Figure 1. M1 wires.
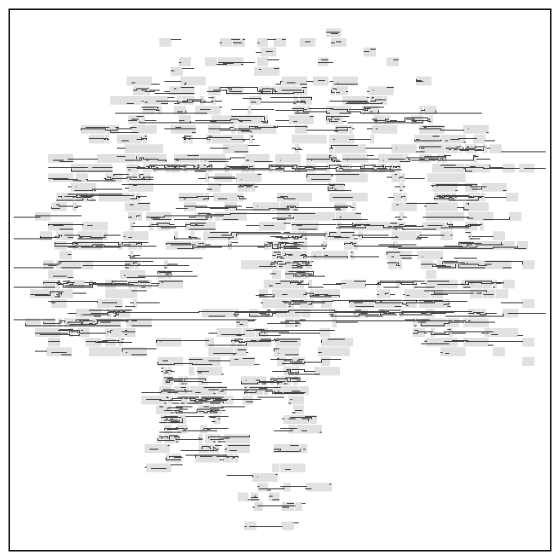
Figure 2. Metal 2.
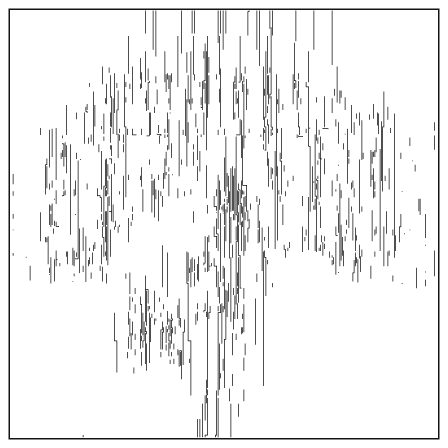
Figure 3. The metal 4 layer.
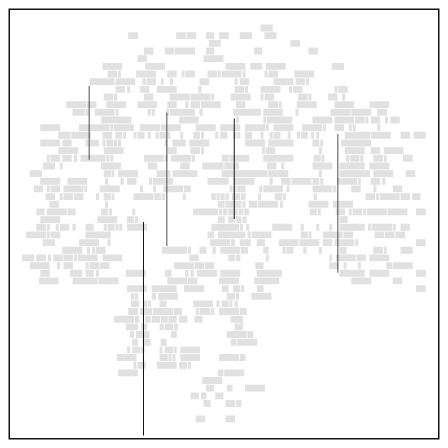
==> config.mk <==
export PLATFORM = sky130hd
export DESIGN_NAME = i2s_rx
export DESIGN_NICKNAME = d
export VERILOG_FILES = /design/src/rtl/i2s_rx.sv
export SDC_FILE = /design/constraint.sdc
export NUM_CORES = 1
export LEC_CHECK = 0
export CAP_MARGIN = 20
export CORE_MARGIN = 4
export CORE_UTILIZATION = 23
export DETAILED_ROUTE_END_ITERATION = 8
export GPL_ROUTABILITY_DRIVEN = 0
export PLACE_DENSITY = 0.5
export SETUP_SLACK_MARGIN = 0.3
export SYNTH_ARGS = -nofsm -noshare
export SYNTH_HDL_FRONTEND = slang
export SYNTH_SLANG_ARGS = --single-unit
==> constraint.sdc <==
create_clock -name adc_clk -period 2.55 [get_ports adc_clk]
set_input_delay 0.6375 -clock adc_clk [delete_from_list [all_inputs] [get_ports adc_clk]]
set_output_delay 0.6375 -clock adc_clk [all_outputs]
set_load 0.05 [all_outputs]
==> run summary <==
yosys + openroad results -> status=finished clean, CTS root buffer=clkbuf_16, Worst-path clk slew=about 60 ps, hold path cells=1, GRT Total Usage=0.0914, setup slack after placement=around 210 ps, FF-to-FF setup slack=400 ps, Signal inverters=4, FP Core Util=0.235, worst min path class=reg -> reg, clock buffer depth=2, FP Rows=~52, hold_buf cts=0, synthesized area per cell=just under 10 um2, Sequential cell area=2490 um2, Static Leakage=about 0.0024 uW, Yosys cell types=38, setup slack after layout=around 350 ps, nature of the critical path startpoint=register, total power=around 4700 uW, CTS resizes=13, CP max stage cell=clkdlybuf4s50_1, synthesized area=~4800 um2, multiplexer share of the synthesized area=0.153, CP Buf/Inv Count=1, Async SR Flop Fraction=0, max frequency=around 460 MHz, Synth area leader=dfxtp_1, gr busiest metal=met2, Hold WS=between 400 and 500 ps, Slew HR=0.516, well tap count=270, bufs w/o clock=approximately 67, RSZ-0062 raised after global routing=yes, fill count=approximately 2100, Seq/Total Area, Yosys=0.521, largest non-sequential cell family by area=simple AND/OR/NAND/NOR gates, post-synthesis register bit count=roughly 120, Setup Fix Bufs, Post-CTS=2, Synth Instances=just under 500, ao+oa area frac=0.0693, Top Ports=56, CP Capture Type=output pin, grt met3 use=0.0336, metal3 WL=464 um, Cell Chain, Critical Path=clkdlybuf4s50_1, YS warnings=0, CTS H-tree depth=4, top_reg_cell synth=dfxtp_1, final setup fails=0, Inst Count DP=around 790, Biggest Area Class=flip-flops and latches, multi-input gate count=about 330, CP Depth=1, utilization after layout=0.314, Seq area share=0.390, Synth top cell by count=nand2_1, DP HPWL=6.27 mm, Crit path max-delay family=buffers and inverters, largest net degree at the start of global routing=between 50 and 60, Nets at Floorplan=501, adder share=0.0105, maxcap violations=0, Worst-Margin Slew=726 ps, first-pass GRT wire length=around 17 mm, number of nets still failing antenna checks after routing=0, Vias per Instance=around 4.1, worst-path fanout max=2, simple share=0.186, top cells by area=dfxtp_1 52%, mux2i_1 15%, nand2_1 12%, a21boi_1 3.8%, xor2_1 1.8%, share of layout cells above drive strength 1=0.0982, Top cell area share=0.521, DRT met1 WL=5.01 mm, initial DRC count=170, Crit Path Class=reg -> out, total grt overflow=0, Post-synth top cells=153 x nand2_1, 124 x dfxtp_1, 73 x mux2i_1, delay of the slowest cell on the worst path=approximately 810 ps, min Tclk post-route=approximately 2200 ps, TritonCTS clock tree=built, Peak VDD IR=0.000442 V, clock buffer count from CTS=17, drt wl/cell=around 13 um, post-layout period usage=0.862, vias in the first global route=3344, ys cells=492, post-route cell area=~6400 um2, DIE AREA=23100 um2, Seq cells=between 100 and 150, die width=roughly 150 um, multi-input combinational area share=0.332, drt pass-1 iters=4, Arr. time, crit path=1560 ps, placed cell area=~5600 um2, R2R depth=8, CTS sink cnt=around 120
-- Figure 1 (at the start) --
longest straight run = 62.6 um
nets with wire on the layer = 517
main direction = horizontal
GRT met1 Usage: 0.115
final wirelength: 10.4 mm
DR vias: 3426

-- Figure 2 (at the start) --
main direction = vertical
wire length on this layer = 4720 um
share of all routed wire = 45%
nets with wire on the layer = 451
met2 GRT Util: 0.136

-- Figure 3 (at the start) --
nets with wire on the layer = 3
share of all routed wire = 2.2%
longest straight run = 75.5 um
main direction = vertical
wire length on this layer = 233 um

where the power goes:
part / total, uW / leakage, uW / switching (uW) / internal, uW
clock: 2670 / 0.000311 / 903 / 1770
combinational: 92.8 / 0.00109 / 61.1 / 31.7
sequential: 1960 / 0.00100 / 10.3 / 1950
total: 4720 / 0.00240 / 974 / 3750
placed cells by master (no fill, tap or decap), types with 9 or more instances in the layout:
cell / netlist / final
a21boi_1: 24 / 24
and2_1: 9 / 9
clkbuf_16: 0 / 17
clkdlybuf4s50_1: 0 / 30
dfxtp_1: 124 / 121
dlygate4sd2_1: 0 / 9
dlymetal6s2s_1: 0 / 15
mux2i_1: 73 / 73
nand2_1: 153 / 153
nor2_1: 15 / 15
xor2_1: 10 / 10
Power and IR drop assume default switching activity.
